File: src/rtl/memory_param.sv
//------------------------------------------------------------------------------
// memory_param: DEPTH x DATA_W synchronous RAM with a power-up zeroing sweep,
// registered reads and rejected-write reporting.
// Build option MEM_BYPASS_EN: same-address read-during-write returns data_in.
// Revision: 1.0
//------------------------------------------------------------------------------
`default_nettype none

module memory_param #(
    parameter int DATA_W = 8,
    parameter int ADDR_W = 4
) (
    input  logic              clk,
    input  logic              rst,
    input  logic              we,
    input  logic [ADDR_W-1:0] w_add,
    input  logic [DATA_W-1:0] data_in,
    input  logic              re,
    input  logic [ADDR_W-1:0] r_add,
    output logic [DATA_W-1:0] data_out,
    output logic              rvalid,
    output logic              busy,
    output logic              wr_drop
);

    localparam int DEPTH = 2 ** ADDR_W;

    typedef enum logic [0:0] {
        ST_INIT = 1'b0,
        ST_RUN  = 1'b1
    } state_t;

    state_t              state_q, state_d;
    logic [ADDR_W-1:0]   init_cnt_q, init_cnt_d;
    logic [DATA_W-1:0]   data_out_q, data_out_d;
    logic                rvalid_q, rvalid_d;
    logic                wr_drop_q, wr_drop_d;
    logic [DATA_W-1:0]   mem_q [DEPTH];

    logic                wr_en;
    logic [ADDR_W-1:0]   wr_addr;
    logic [DATA_W-1:0]   wr_data;
    logic [DATA_W-1:0]   rd_data;

`ifdef MEM_BYPASS_EN
    assign rd_data = (we && (w_add == r_add)) ? data_in : mem_q[r_add];
`else
    assign rd_data = mem_q[r_add];
`endif

    always_comb begin
        state_d    = state_q;
        init_cnt_d = init_cnt_q;
        data_out_d = data_out_q;
        rvalid_d   = 1'b0;
        wr_drop_d  = 1'b0;
        wr_en      = 1'b0;
        wr_addr    = w_add;
        wr_data    = data_in;

        case (state_q)
            ST_INIT: begin
                wr_en      = 1'b1;
                wr_addr    = init_cnt_q;
                wr_data    = '0;
                // Counter wraps to zero naturally as the last word is cleared.
                init_cnt_d = init_cnt_q + ADDR_W'(1);
                wr_drop_d  = we;
                if (&init_cnt_q) begin
                    state_d = ST_RUN;
                end
            end
            ST_RUN: begin
                wr_en = we;
                if (re) begin
                    data_out_d = rd_data;
                    rvalid_d   = 1'b1;
                end
            end
            default: begin
                state_d = ST_INIT;
            end
        endcase
    end

    always_ff @(posedge clk) begin
        if (!rst) begin
            state_q    <= ST_INIT;
            init_cnt_q <= '0;
            data_out_q <= '0;
            rvalid_q   <= 1'b0;
            wr_drop_q  <= 1'b0;
        end else begin
            state_q    <= state_d;
            init_cnt_q <= init_cnt_d;
            data_out_q <= data_out_d;
            rvalid_q   <= rvalid_d;
            wr_drop_q  <= wr_drop_d;
        end
    end

    // Storage carries no reset; the sweep provides the zero contents.
    always_ff @(posedge clk) begin
        if (rst && wr_en) begin
            mem_q[wr_addr] <= wr_data;
        end
    end

    assign data_out = data_out_q;
    assign rvalid   = rvalid_q;
    assign wr_drop  = wr_drop_q;
    assign busy     = !rst || (state_q == ST_INIT);

endmodule

`default_nettype wire

File: config.mk
export PLATFORM = sky130hd
export DESIGN_NAME = memory_param
export DESIGN_NICKNAME = d
export VERILOG_FILES = /design/src/rtl/memory_param.sv
export SDC_FILE = /design/constraint.sdc
export NUM_CORES = 1
export LEC_CHECK = 0
export CAP_MARGIN = 20
export CORE_AREA = 2 2 110 112
export DETAILED_ROUTE_END_ITERATION = 16
export DIE_AREA = 0 0 112 114
export PLACE_DENSITY = 0.7
export SYNTH_ARGS = -nofsm -noshare
export SYNTH_HDL_FRONTEND = slang
export SYNTH_SLANG_ARGS = --single-unit
File: constraint.sdc
create_clock -name clk -period 2 [get_ports clk]
set_input_delay 0.4 -clock clk [delete_from_list [all_inputs] [get_ports clk]]
set_output_delay 0.4 -clock clk [all_outputs]
set_load 0.01 [all_outputs]
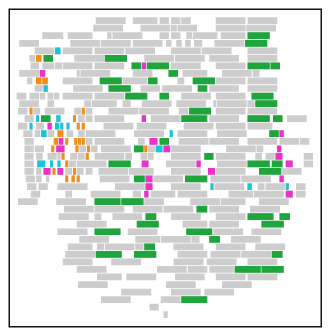
Run 1: gate families picked out
legend:
  green:
    family: multiplexers
    cells: 51
  cyan:
    family: NAND gates
    cells: 17
  magenta:
    family: inverting AOI/OAI gates
    cells: 22
  orange:
    family: NOR gates
    cells: 26
    where: left middle
most instantiated logic cell after routing: edfxtp_1
combinational share of cell area: 20.2%
Finished Layout Cells: 523

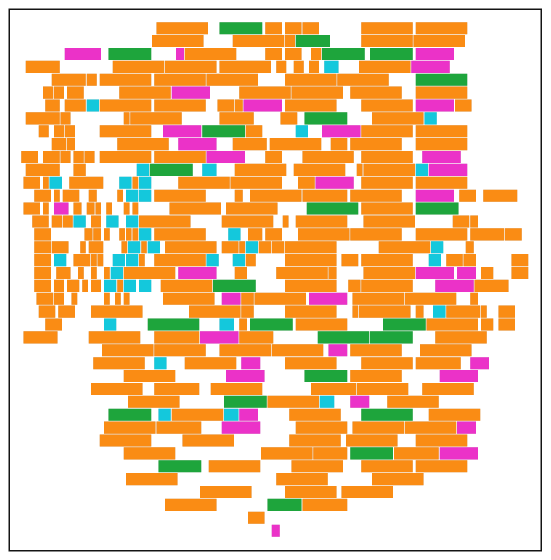
Run 1: cells by drive strength
legend:
  green:
    size: drive 6 and up
    cells: 24
    share: 6.4%
    most_used: clkbuf_16
  magenta:
    size: drive 2
    cells: 34
    share: 9.0%
    most_used: mux4_2
  orange:
    size: drive 1 or less
    cells: 280
    share: 74%
    most_used: edfxtp_1
  cyan:
    size: drive 3 to 4
    cells: 38
    share: 10%
    most_used: buf_4
post-route cell area: 0.00696 mm2
Signal buffers: 63
Syn-to-layout area delta: 23.0%
setup ws final: 0.0668 ns

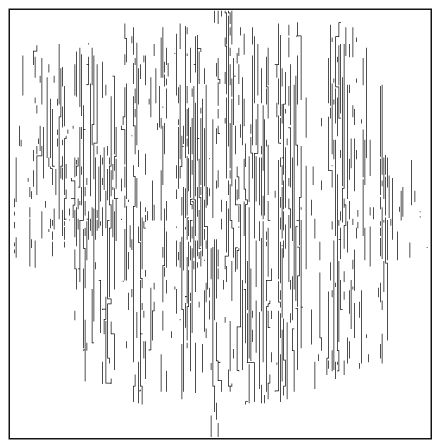
Run 1: met2 routing
main direction: vertical
share of all routed wire: 53%
longest straight run: 54.4 um
wire length on this layer: 5790 um
nets with wire on the layer: 351
vias: 2906
M2 GR Usage: 31.9%

-- run 1: logic make-up (layout without fill, tap and decap cells) --
family	Yosys count	count (layout)	share of synthesized area, %
AND-OR/OR-AND	25	25	2.99
XOR/XNOR	2	2	0.310
adder cells (fa/ha/maj)	1	1	0.221
buffers and inverters	17	97	1.86
flip-flops	143	143	73.3
multiplexers	51	51	16.4
AND/OR/NAND/NOR	57	57	4.94
-- run 1: per-layer routing --
| metal | global-route usage (%) | vias up | part of all wire [%] | wire length (um) |
|---|---|---|---|---|
| met1 | 22.3 | 1497 | 42 | 4570 |
| met4 | 9.02 | 0 | 1.8 | 194 |
| li1 | - | 1325 | - | - |
| met5 | 0 | - | 0 | 0 |
| met3 | 5.42 | 11 | 3.7 | 403 |
| met2 | 31.9 | 73 | 53 | 5790 |
==> results.sh, run 1 <==
# source this file to load flow results
export IMPL_outcome="finished clean"
export IMPL_fin_util_pct=59.4
export IMPL_regMostFlops="mem_q"
export IMPL_tapCellCount=147
export IMPL_clkbuf_count=19
export IMPL_synth_chip_area_mm2=0.00565
export IMPL_area_share_clock_buf_inv_pct=9.30
export IMPL_drc_errors=0
export IMPL_maxPowerGroup="clock"
export IMPL_cp_arrival_ns=1.53
export IMPL_post_drt_wl_per_cell_um=20.9
export IMPL_cts_resized_gates=0
export IMPL_io_buffers=30
export IMPL_required_ns=1.60
export IMPL_critPathBufInv=2
export IMPL_final_seq_area_mm2=0.00415
export IMPL_dieWidth_um=112
export IMPL_hold_start="data_out[2]$_SDFFE_PN0P_"
export IMPL_rsz0062_at_grt="false"
export IMPL_ys_warn_count=0
export IMPL_drt_antenna_violating_nets=0
export IMPL_whs_endpoint="data_out[2]$_SDFFE_PN0P_"
export IMPL_h_tree_depth=4
export IMPL_p_leak_nw=2.48
export IMPL_max_freq_mhz=517
export IMPL_cpMostUsedCell="clkdlybuf4s50_1"
export IMPL_slew_violations=0
export IMPL_dominant_cells="registers"
export IMPL_powerDensity_mw_per_mm2=1000
export IMPL_place_ws_ns=-0.305
export IMPL_comb_cells=136
export IMPL_diodes=0
export IMPL_p_comb_share_pct=4.2
export IMPL_ys_seq_share_pct=73.3
export IMPL_p_clk_mw=3.41
export IMPL_yosysMostFrequentCell="edfxtp_1"
export IMPL_gp_congestion=0.812
export IMPL_pwr_share_clk_pct=48.9
export IMPL_rr_worst_depth=4
export IMPL_dp_cells=491
export IMPL_ys_flop_type="edfxtp_1"
export IMPL_flops=143
export IMPL_worstPathMaxFanout=6
export IMPL_p_seq_mw=3.27
export IMPL_setup_tns_ns=0
export IMPL_cpPeakStageDelay_ns=0.53
export IMPL_drv_cap=0
export IMPL_clk_latency_ns=0.42
export IMPL_edf_count=128
export IMPL_drive_gt1_share_pct=25.5
export IMPL_dr_pass1_iters=4
export IMPL_tritoncts="built"
export IMPL_r2r_end="mem_q[3][7]$_DFFE_PP_"
export IMPL_path_depth=3
export IMPL_fin_skew_ns=0.00636
export IMPL_track_usage_pct=18.8
export IMPL_ys_types=37
export IMPL_internal_power_mw=5.63
export IMPL_cts_clk_slew_worst_paths_ns=0.06
export IMPL_fill_cells=875
export IMPL_layout_top_cells="edfxtp_1 (128), buf_4 (31), clkdlybuf4s50_1 (29)"
export IMPL_syn_area_mm2=0.00565
export IMPL_crit_type="in -> out"
export IMPL_setup_viol=0
export IMPL_ys_top_cells_by_count="edfxtp_1 (128), mux4_2 (22), nor2_1 (21), dfxtp_1 (15)"
export IMPL_ys_cells=296
export IMPL_syn_avg_cell_area_um2=19.1
export IMPL_power_total_mw=6.97
## Run 2: what changed since run 1
Settings changed: CORE_AREA 2 2 110 112 to 2 2 90 136, DIE_AREA 0 0 112 114 to 0 0 92 138.
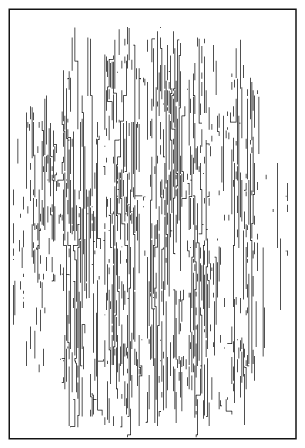
Run 2: met2 routing
nets with wire on the layer: 355
main direction: vertical
longest straight run: 49.6 um
vias: 3016
M2 GR Usage: 35.0%
total wire length: 11700 um

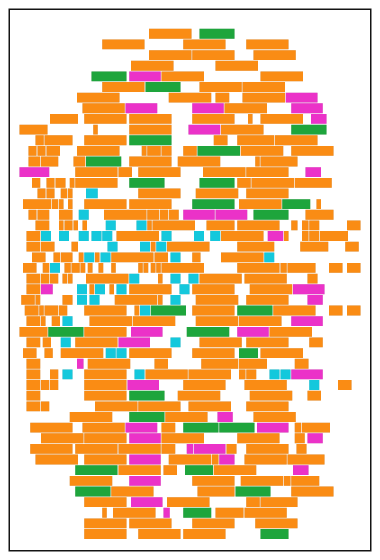
Run 2: cells by drive strength
legend:
  green:
    size: drive 6 and up
    cells: 27
    share: 7.0%
    most_used: clkbuf_16
  orange:
    size: drive 1 or less
    cells: 282
    share: 73%
    most_used: edfxtp_1
  cyan:
    size: drive 3 to 4
    cells: 41
    share: 11%
    most_used: buf_4
  magenta:
    size: drive 2
    cells: 35
    share: 9.1%
    most_used: mux4_2
setup ws final: 0.0923 ns
Syn-to-layout area delta: 24.7%
Signal buffers: 72

==> run 2 against run 1 <==
Effect of this change:
- clock power hardly changed
- count of clock-buffer cells in the layout is 2 higher
- sequential power hardly changed
- via count is 3.8% higher
- final cell count is 2.9% higher
- maximum frequency is 1.3% higher
- critical path type unchanged
- critical endpoint unchanged
- largest power group unchanged
==> results.sh, run 2 <==
# source this file to load flow results
export IMPL_outcome="finished clean"
export IMPL_cts_post_setup_buffers_inserted=0
export IMPL_layout_top_cells="edfxtp_1 (128), buf_4 (38), clkdlybuf4s50_1 (29)"
export IMPL_min_period_over_period_pct=95.4
export IMPL_chipArea_mm2=0.0127
export IMPL_edf_count=128
export IMPL_drv_cap=0
export IMPL_cpLargestDelayFamily="buffers and inverters"
export IMPL_ys_seq_share_pct=73.3
export IMPL_cp_end_kind="output port"
export IMPL_whs_endpoint="data_out[5]$_SDFFE_PN0P_"
export IMPL_logic_area_mm2=0.00140
export IMPL_cts_resized_gates=1
export IMPL_ys_flop_type="edfxtp_1"
export IMPL_p_sw_mw=1.31
export IMPL_simple_gate_area_share_pct=4.94
export IMPL_ys_warn_count=0
export IMPL_core_mm2=0.0116
export IMPL_internal_power_mw=5.66
export IMPL_cpPeakStageDelay_ns=0.53
export IMPL_holdPathStages=2
export IMPL_largest_reg_flops=128
export IMPL_switching_share_pct=18.8
export IMPL_synthTopCellsByArea="edfxtp_1 (68%), mux4_2 (8.8%), dfxtp_1 (5.3%), mux4_1 (3.7%), mux2i_1 (2.3%)"
export IMPL_aoi_share_pct=2.99
export IMPL_grt_ovfl_total=0
export IMPL_grt_max_degree=22
export IMPL_critPathBufInv=2
export IMPL_buf_share_pct=9.38
export IMPL_synth_chip_area_mm2=0.00565
export IMPL_p_comb_share_pct=4.5
export IMPL_power_total_mw=6.97
export IMPL_final_seq_area_mm2=0.00415
export IMPL_dieWidth_um=92
export IMPL_flops=143
export IMPL_fp_util_pct=48.5
export IMPL_yosysMostFrequentCell="edfxtp_1"
export IMPL_drc_errors=0
export IMPL_drt_antenna_violating_nets=0
export IMPL_drt_first_iter_violations=224
export IMPL_dominant_cells="registers"
export IMPL_cts_hold_buffers=0
export IMPL_hold_path_class="reg -> reg"
export IMPL_antenna_found_initial=0
export IMPL_h_tree_depth=4
export IMPL_powerDensity_mw_per_mm2=989
export IMPL_fin_util_pct=60.5
export IMPL_worstPathMaxFanout=5
export IMPL_io_pins=31
export IMPL_fin_crit_ns=1.91
export IMPL_cts_sinks=143
export IMPL_instances_no_fill=538
export IMPL_lay_top_count="edfxtp_1"
export IMPL_gp_congestion=0.843
export IMPL_fin_skew_ns=0.00773
export IMPL_track_usage_pct=19.9
export IMPL_clkbuf_count=21
export IMPL_area_share_clock_buf_inv_pct=9.06
export IMPL_clockBufferDepth=2
export IMPL_rr_worst_depth=4
export IMPL_setup_tns_ns=0
export IMPL_ys_ff=143
export IMPL_ys_cells=296
export IMPL_slew_violations=0
export IMPL_relSlewSlack_pct=59.9
export IMPL_root_buffer="clkbuf_16"
export IMPL_cp_arrival_ns=1.51
export IMPL_finalHoldViolCount=0
export IMPL_comb_cells=136
export IMPL_cts_clk_slew_worst_paths_ns=0.06
export IMPL_fa_ha_area_share_pct=0.221
export IMPL_dp_cells=506
export IMPL_regMostFlops="mem_q"
export IMPL_grt_pass1_vias=3210
export IMPL_num_nonclk_inverters=2
export IMPL_crit_type="in -> out"
export IMPL_ys_types=37
export IMPL_vdd_ir_drop_max_uv=723
export IMPL_post_drt_wl_per_cell_um=21.7
export IMPL_synthTopLogicFamily="multiplexers"
export IMPL_setup_worst_path_start="rst"
export IMPL_final_cell_area_mm2=0.00705
export IMPL_placed_cell_area_mm2=0.00641
export IMPL_path_depth=3
export IMPL_rrSetupSlack_ns=0.29
export IMPL_place_ws_ns=-0.194
export IMPL_comb_share_pct=19.9
export IMPL_ys_top_cells_by_count="edfxtp_1 (128), mux4_2 (22), nor2_1 (21), dfxtp_1 (15)"
export IMPL_rsz0062_at_grt="false"
export IMPL_hpwl_um=7860
export IMPL_r2r_end="mem_q[1][1]$_DFFE_PP_"
export IMPL_grt_pass1_wl_um=18000
export IMPL_clk_latency_ns=0.42
export IMPL_setup_viol=0
export IMPL_cpMostUsedCell="clkdlybuf4s50_1"
export IMPL_syn_avg_cell_area_um2=19.1
export IMPL_diodes=0
export IMPL_xor_area_share_pct=0.310
export IMPL_pwr_share_clk_pct=48.6
export IMPL_fill_cells=842
export IMPL_p_leak_nw=2.54
export IMPL_required_ns=1.60
export IMPL_syn_area_mm2=0.00565
export IMPL_dr_pass1_iters=5
export IMPL_synth_top_cell_by_area="edfxtp_1"
export IMPL_hold_start="data_out[5]$_SDFFE_PN0P_"
export IMPL_drive_gt1_share_pct=26.8
export IMPL_tritoncts="built"
export IMPL_mux_area_share_pct=16.4
export IMPL_tapCellCount=153
export IMPL_max_freq_mhz=524
export IMPL_p_seq_share_pct=46.9
export IMPL_io_buffers=30
==> run 2: cell types whose count changed in the layout (fill, tap and decap cells not counted) <==
cell      delta
clkinv_1     +1
clkbuf_8     +1
buf_4        +7
clkbuf_1     +1
clkinv_2     +1
buf_12       +2
clkinv_4     -4
==> run 2: routing by layer <==
layer / vias up / track usage [%] / part of all wire (%)
li1: 1341 / - / -
met1: 1539 / 22.9 / 37
met2: 122 / 35.0 / 56
met3: 14 / 5.78 / 5.7
met4: 0 / 7.62 / 1.6
met5: - / 0 / 0
==> run 2: power groups by stage <==
stage,Combinational (mW),Clock [mW],Sequential (mW)
floorplan,0.186,0,3.32
global placement,0.305,0,3.33
detailed placement,0.313,0,3.33
CTS,0.317,3.43,3.27
global route,0.334,3.55,3.27
finish,0.315,3.39,3.27
## Run 3: what changed since run 2
Settings changed: GPL_ROUTABILITY_DRIVEN set to 0.
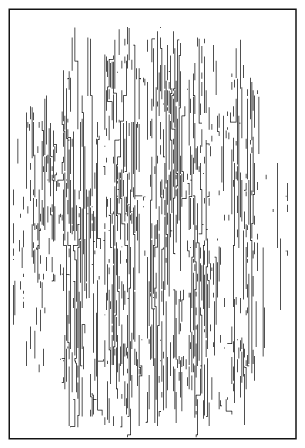
Run 3: met2 routing
nets with wire on the layer: 355
wire length on this layer: 6530 um
share of all routed wire: 56%
longest straight run: 49.6 um
main direction: vertical

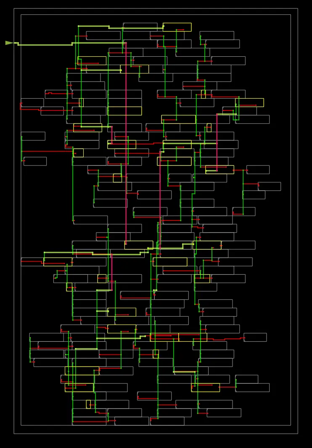
Run 3: clock routing
Num CTS Buffers: 17
clock sink count: 143

==> run 3 against run 2 <==
Effect of this change:
- synthesized cell count unchanged
- sequential power barely moved
- power unchanged
- register-to-register slack about the same
- flip-flop count did not move
- highest routed layer unchanged
- clock skew unchanged
- routed wire length stayed put
- critical endpoint unchanged
- final cell count is the same
- sequential share of layout area stayed put
- first-iteration DRC count did not move
==> results.sh, run 3 <==
# source this file to load flow results
export IMPL_tapCellCount=153
export IMPL_rsz0062_at_grt="false"
export IMPL_yosysMostFrequentCell="edfxtp_1"
export IMPL_finalHoldViolCount=0
export IMPL_crit_chain="clkdlybuf4s50_1, nand2_1, clkdlybuf4s50_1"
export IMPL_async_flop_share_pct=0
export IMPL_warnings=26
export IMPL_sh_seq_area_pct=58.8
export IMPL_nNonClkBuffers=72
export IMPL_grt_busiest_layer="met2"
export IMPL_max_slew_worst_pin_slew_ns=0.601
export IMPL_top_layer_used="met4"
export IMPL_p_leak_nw=2.54
export IMPL_drt_antenna_violating_nets=0
export IMPL_comb_cells=136
export IMPL_ys_cells=296
export IMPL_synthTopLogicFamily="multiplexers"
export IMPL_fp_nets=317
export IMPL_syn_area_mm2=0.00565
export IMPL_dr_wl_met2_um=6530
export IMPL_use_met2_pct=35.0
export IMPL_synthTopCellsByArea="edfxtp_1 (68%), mux4_2 (8.8%), dfxtp_1 (5.3%), mux4_1 (3.7%), mux2i_1 (2.3%)"
export IMPL_largest_reg_flops=128
export IMPL_pwr_share_clk_pct=48.6
export IMPL_setup_worst_path_start="rst"
export IMPL_dp_cells=506
export IMPL_met3_length_um=663
export IMPL_ys_ff=143
export IMPL_syn_avg_cell_area_um2=19.1
export IMPL_crit_path_end="busy"
export IMPL_die_height_um=138
export IMPL_fin_util_pct=60.5
export IMPL_xor_area_share_pct=0.310
export IMPL_p_comb_share_pct=4.5
export IMPL_cts_post_setup_buffers_inserted=0
export IMPL_dr_total_vias=3016
export IMPL_syn_inst=296
export IMPL_dr_pass1_iters=5
export IMPL_internal_power_mw=5.66
export IMPL_top_area_share_pct=68.0
export IMPL_grt_ovfl_total=0
export IMPL_simple_gate_area_share_pct=4.94
export IMPL_io_buffers=30
export IMPL_viasPerCell=5.61
export IMPL_drv_cap=0
export IMPL_hpwl_um=7860
export IMPL_regMostFlops="mem_q"
export IMPL_clockBufferDepth=2
export IMPL_lay_top_count="edfxtp_1"
export IMPL_cp_end_kind="output port"
export IMPL_cpLargestDelayFamily="buffers and inverters"
export IMPL_p_sw_mw=1.31
export IMPL_rrSetupSlack_ns=0.29
export IMPL_power_total_mw=6.97
export IMPL_relSlewSlack_pct=59.9
export IMPL_worst_slack_ns=0.0923
export IMPL_comb_share_pct=19.9
export IMPL_track_usage_pct=19.9
export IMPL_place_ws_ns=-0.194
export IMPL_ys_top_cells_by_count="edfxtp_1 (128), mux4_2 (22), nor2_1 (21), dfxtp_1 (15)"
export IMPL_dominant_cells="registers"
export IMPL_grt_pass1_wl_um=18000
export IMPL_instances_no_fill=538
export IMPL_required_ns=1.60
export IMPL_critPathBufInv=2
export IMPL_max_freq_mhz=524
export IMPL_holdWs_ns=0.495
export IMPL_crit_type="in -> out"
export IMPL_dieWidth_um=92
export IMPL_switching_share_pct=18.8
export IMPL_cpPeakStageDelay_ns=0.53
export IMPL_wl_um=11700
export IMPL_logic_area_mm2=0.00140
export IMPL_synth_top_cell_by_area="edfxtp_1"
export IMPL_clkbuf_count=21
export IMPL_aoi_share_pct=2.99
export IMPL_antenna_found_initial=0
export IMPL_drive_gt1_share_pct=26.8
export IMPL_cp_arrival_ns=1.51
export IMPL_drc_errors=0
export IMPL_h_tree_depth=4
export IMPL_grt_util_met3_pct=5.78
export IMPL_hold_path_class="reg -> reg"
export IMPL_wl_met1_um=4300
export IMPL_r2r_end="mem_q[1][1]$_DFFE_PP_"
export IMPL_chipArea_mm2=0.0127
export IMPL_drt_first_iter_violations=224
export IMPL_cpMostUsedCell="clkdlybuf4s50_1"
export IMPL_root_buffer="clkbuf_16"
export IMPL_grt_pass1_vias=3210
export IMPL_setup_tns_ns=0
export IMPL_post_drt_wl_per_cell_um=21.7
export IMPL_final_cell_area_mm2=0.00705
export IMPL_setup_viol=0
export IMPL_flops=143
export IMPL_area_growth_syn_to_layout_pct=24.7
export IMPL_p_seq_share_pct=46.9
export IMPL_powerDensity_mw_per_mm2=989
export IMPL_area_share_clock_buf_inv_pct=9.06
export IMPL_placed_cell_area_mm2=0.00641
export IMPL_ys_types=37
export IMPL_fill_cells=842
export IMPL_clk_latency_ns=0.42
export IMPL_rr_worst_depth=4
export IMPL_buf_share_pct=9.38
export IMPL_diodes=0
export IMPL_ys_warn_count=0
export IMPL_timing_rr_start="state_q$_SDFF_PN0_"
export IMPL_vdd_ir_drop_max_uv=723
export IMPL_core_mm2=0.0116
export IMPL_tritoncts="built"
export IMPL_fp_util_pct=48.5
export IMPL_fin_crit_ns=1.91
export IMPL_grt_max_degree=22
export IMPL_holdPathStages=2
export IMPL_layout_top_cells="edfxtp_1 (128), buf_4 (38), clkdlybuf4s50_1 (29)"
export IMPL_hold_start="data_out[5]$_SDFFE_PN0P_"
export IMPL_outcome="finished clean"
export IMPL_grt_util_met1_pct=22.9
export IMPL_cts_clk_slew_worst_paths_ns=0.06
export IMPL_rows=49
export IMPL_fa_ha_area_share_pct=0.221
export IMPL_mux_area_share_pct=16.4
export IMPL_fin_skew_ns=0.00773
export IMPL_io_pins=31
export IMPL_worstPathMaxFanout=5
export IMPL_whs_endpoint="data_out[5]$_SDFFE_PN0P_"
export IMPL_min_period_over_period_pct=95.4
export IMPL_ys_flop_type="edfxtp_1"
export IMPL_ys_seq_share_pct=73.3
export IMPL_final_seq_area_mm2=0.00415
export IMPL_synth_chip_area_mm2=0.00565
export IMPL_path_depth=3
export IMPL_slew_violations=0
export IMPL_num_nonclk_inverters=2
export IMPL_edf_count=128
export IMPL_cp_start_kind="primary input"
==> run 3: power groups by stage <==
| stage | clock [mW] | sequential (mW) | combinational, mW |
|---|---|---|---|
| after global routing | 3.55 | 3.27 | 0.334 |
| after floorplan | 0 | 3.32 | 0.186 |
| after CTS | 3.43 | 3.27 | 0.317 |
| after global placement | 0 | 3.33 | 0.305 |
| after detailed placement | 0 | 3.33 | 0.313 |
| final | 3.39 | 3.27 | 0.315 |
==> run 3: timing repair <==
item                                    in CTS  in global routing
hold buffers                                 0                  0
gates resized                                1                  0
endpoints found under the setup margin       1                  0
==> run 3: tightest hold or removal path, stage by stage, from the launching register on <==
cell	delay, ns
dfxtp_1	0.33
a22oi_1	0.08
o21ai_1	0.06
Power figures rest on the tool's default switching activity, not on a simulated workload.
